**src/rtl/button_debounce.sv**
```systemverilog
// -----------------------------------------------------------------------------
// button_debounce
//   Conditions the MAX1000 user push-button for the 12 MHz fabric. The raw pin
//   is synchronized, normalized to "1 = pressed", and debounced separately for
//   press and release. State changes are reported as a stable level, one-cycle
//   press/release/long-press pulses and an 8-bit wrapping press counter.
//
// Ports
//   i_clk      12 MHz system clock
//   i_rst_n    asynchronous, active-low reset
//   i_btn      raw, asynchronous, bouncing button pin
//   o_level    debounced pressed level (1 = pressed)
//   o_press    one-cycle pulse on an accepted press
//   o_release  one-cycle pulse on an accepted release
//   o_long     one-cycle pulse after LONG_CYCLES of holding; once per press
//   o_count    accepted press count, wraps 255 -> 0
// -----------------------------------------------------------------------------
module button_debounce #(
  parameter int DEBOUNCE_CYCLES = 240000,
  parameter int LONG_CYCLES     = 12000000,
  parameter bit ACTIVE_LOW      = 1'b1
) (
  input  logic       i_clk,
  input  logic       i_rst_n,
  input  logic       i_btn,
  output logic       o_level,
  output logic       o_press,
  output logic       o_release,
  output logic       o_long,
  output logic [7:0] o_count
);

  localparam int DW = $clog2(DEBOUNCE_CYCLES + 1);
  localparam int LW = $clog2(LONG_CYCLES + 1);

  // Pin level while the button is not pressed; the synchronizer resets to it
  // so that leaving reset never looks like a press edge.
  localparam logic REL_PIN = ACTIVE_LOW;

  localparam logic [DW-1:0] DB_LAST   = DW'(DEBOUNCE_CYCLES - 1);
  localparam logic [LW-1:0] LONG_LAST = LW'(LONG_CYCLES - 1);

  typedef enum logic [1:0] {
    IDLE,
    PRESS_WAIT,
    PRESSED,
    RELEASE_WAIT
  } state_t;

  // ---------------------------------------------------------------------------
  // Two-flop synchronizer; sync_pipe[1] is the metastability-safe sample.
  // ---------------------------------------------------------------------------
  logic [1:0] sync_pipe;

  always_ff @(posedge i_clk or negedge i_rst_n) begin
    if (!i_rst_n) sync_pipe <= {REL_PIN, REL_PIN};
    else          sync_pipe <= {sync_pipe[0], i_btn};
  end

  // Normalized sample: 1 means pressed regardless of pin polarity.
  logic p;
  assign p = sync_pipe[1] ^ REL_PIN;

  // ---------------------------------------------------------------------------
  // Debounce / long-press FSM. All outputs are registered here.
  // ---------------------------------------------------------------------------
  state_t          state;
  logic [DW-1:0]   db_cnt;
  logic [LW-1:0]   long_cnt;
  logic            long_done;

  always_ff @(posedge i_clk or negedge i_rst_n) begin
    if (!i_rst_n) begin
      state     <= IDLE;
      db_cnt    <= '0;
      long_cnt  <= '0;
      long_done <= 1'b0;
      o_level   <= 1'b0;
      o_press   <= 1'b0;
      o_release <= 1'b0;
      o_long    <= 1'b0;
      o_count   <= 8'd0;
    end else begin
      // Pulses default low so each lasts exactly one cycle.
      o_press   <= 1'b0;
      o_release <= 1'b0;
      o_long    <= 1'b0;

      case (state)
        IDLE: begin
          if (p) begin
            state  <= PRESS_WAIT;
            db_cnt <= '0;
          end
        end

        PRESS_WAIT: begin
          if (!p) begin
            // Bounce: drop back silently.
            state  <= IDLE;
            db_cnt <= '0;
          end else if (db_cnt == DB_LAST) begin
            state     <= PRESSED;
            db_cnt    <= '0;
            o_press   <= 1'b1;
            o_level   <= 1'b1;
            o_count   <= o_count + 8'd1;
            long_cnt  <= '0;
            long_done <= 1'b0;
          end else begin
            db_cnt <= db_cnt + 1'b1;
          end
        end

        PRESSED: begin
          // The hold timer runs on every PRESSED cycle, including the one that
          // first sees a release sample; it only freezes in RELEASE_WAIT.
          if (!long_done) begin
            if (long_cnt == LONG_LAST) begin
              o_long    <= 1'b1;
              long_done <= 1'b1;
            end else begin
              long_cnt <= long_cnt + 1'b1;
            end
          end
          if (!p) begin
            state  <= RELEASE_WAIT;
            db_cnt <= '0;
          end
        end

        RELEASE_WAIT: begin
          if (p) begin
            // Release glitch: resume holding, hold timer keeps its value.
            state  <= PRESSED;
            db_cnt <= '0;
          end else if (db_cnt == DB_LAST) begin
            state     <= IDLE;
            db_cnt    <= '0;
            o_release <= 1'b1;
            o_level   <= 1'b0;
          end else begin
            db_cnt <= db_cnt + 1'b1;
          end
        end

        default: begin
          state  <= IDLE;
          db_cnt <= '0;
        end
      endcase
    end
  end

endmodule

```
**config.mk**
```make
export PLATFORM = sky130hd
export DESIGN_NAME = button_debounce
export DESIGN_NICKNAME = d
export VERILOG_FILES = /design/src/rtl/button_debounce.sv
export SDC_FILE = /design/constraint.sdc
export NUM_CORES = 1
export LEC_CHECK = 0
export CAP_MARGIN = 15
export CORE_MARGIN = 3
export CORE_UTILIZATION = 58
export DETAILED_ROUTE_END_ITERATION = 12
export PLACE_DENSITY = 0.75
export SLEW_MARGIN = 20
export SYNTH_ARGS = -nofsm -noshare
export SYNTH_HDL_FRONTEND = slang
export SYNTH_SLANG_ARGS = --single-unit
```
**constraint.sdc**
```tcl
create_clock -name i_clk -period 2.5 [get_ports i_clk]
set_input_delay 0.375 -clock i_clk [delete_from_list [all_inputs] [get_ports i_clk]]
set_output_delay 0.375 -clock i_clk [all_outputs]
set_load 0.005 [all_outputs]
```
==> results.py <==
# Physical implementation metrics
metrics = {
    "logic_synthesis": {
        "synthAoiAreaFrac_pct": 20.58,
        "top_logic_kind": "simple AND/OR/NAND/NOR gates",
        "ys_sh_mux_pct": 0.7264,
        "syn_area_um2": 3100,
        "ys_types": 52,
        "yosys_most_used_dff": "dfrtp_1",
        "synth-xor-area-share_pct": 2.825,
    },
    "critical_path": {
        "cp_max_fo": 15,
        "end_kind": "flip-flop",
        "endpoint": "long_cnt[18]",
        "rrSetupSlack_ns": 0.18,
    },
    "routing": {
        "drt_pre_antenna_iters": 4,
        "drt-met1-wl_um": 3291,
        "dr_wl_met2_um": 2841,
    },
    "global_route": {
        "use_met2_pct": 35.35,
        "grt_pass1_wl_um": 12050,
        "busiest_layer": "met1",
    },
    "timing": {
        "setup_viol": 0,
        "hold_ws_ns": 0.06174,
        "fmax_ghz": 0.4304,
    },
    "clocking": {
        "cts_root_buf": "clkbuf_8",
        "clock_latency_ns": 0.34,
    },
    "placement": {
        "dpl_cell_area_um2": 3352,
    },
    "cells_and_area": {
        "drive_gt1_share_pct": 11.75,
        "mi_logic_area_um2": 1539,
        "top_area_cell_class": "multi-input combinational cells",
        "largest_reg_flops": 24,
        "clk_share_pct": 4.880,
        "lay_top_count": "dfrtp_1",
        "fill_cells": 414,
    },
    "power_and_ir_drop": {
        "seqPwrFrac_pct": 54.3,
        "leakage_uw": 0.001512,
    },
    "run_status": {
        "outcome": "finished, final reports clean",
    },
    "die": {
        "io-pin-count": 15,
    },
    "run": {
        "log.warning_count": 26,
    },
}
**Metal 1**

Bar = 20 um. Supply wires on this layer in grey.
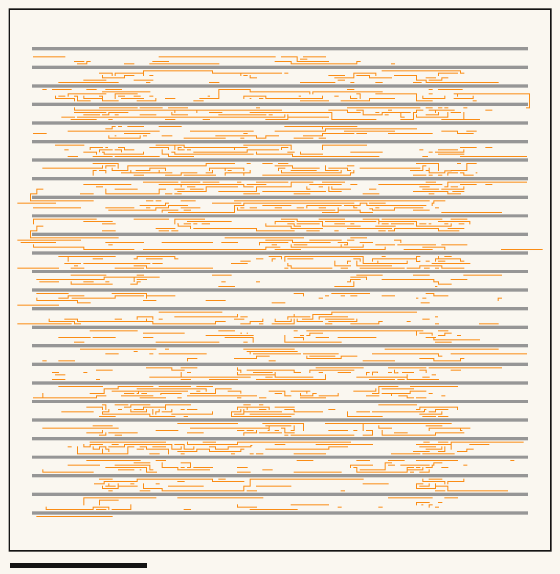
The layer carries 3,290 um of wire. The wires run mostly horizontal. The longest straight run is 30.4 um. 320 nets have wire on it.
DR vias: 2,631
grt met1 use: 35.83%
Routed WL: 6629 um

**Metal 2**

Bar = 20 um.
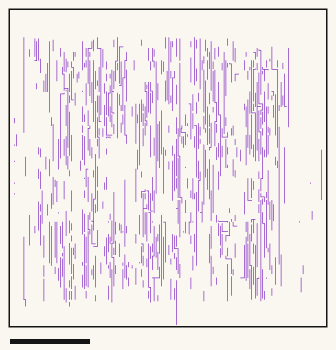
The wires run mostly vertical. 287 nets have wire on it. The longest straight run is 34.3 um.

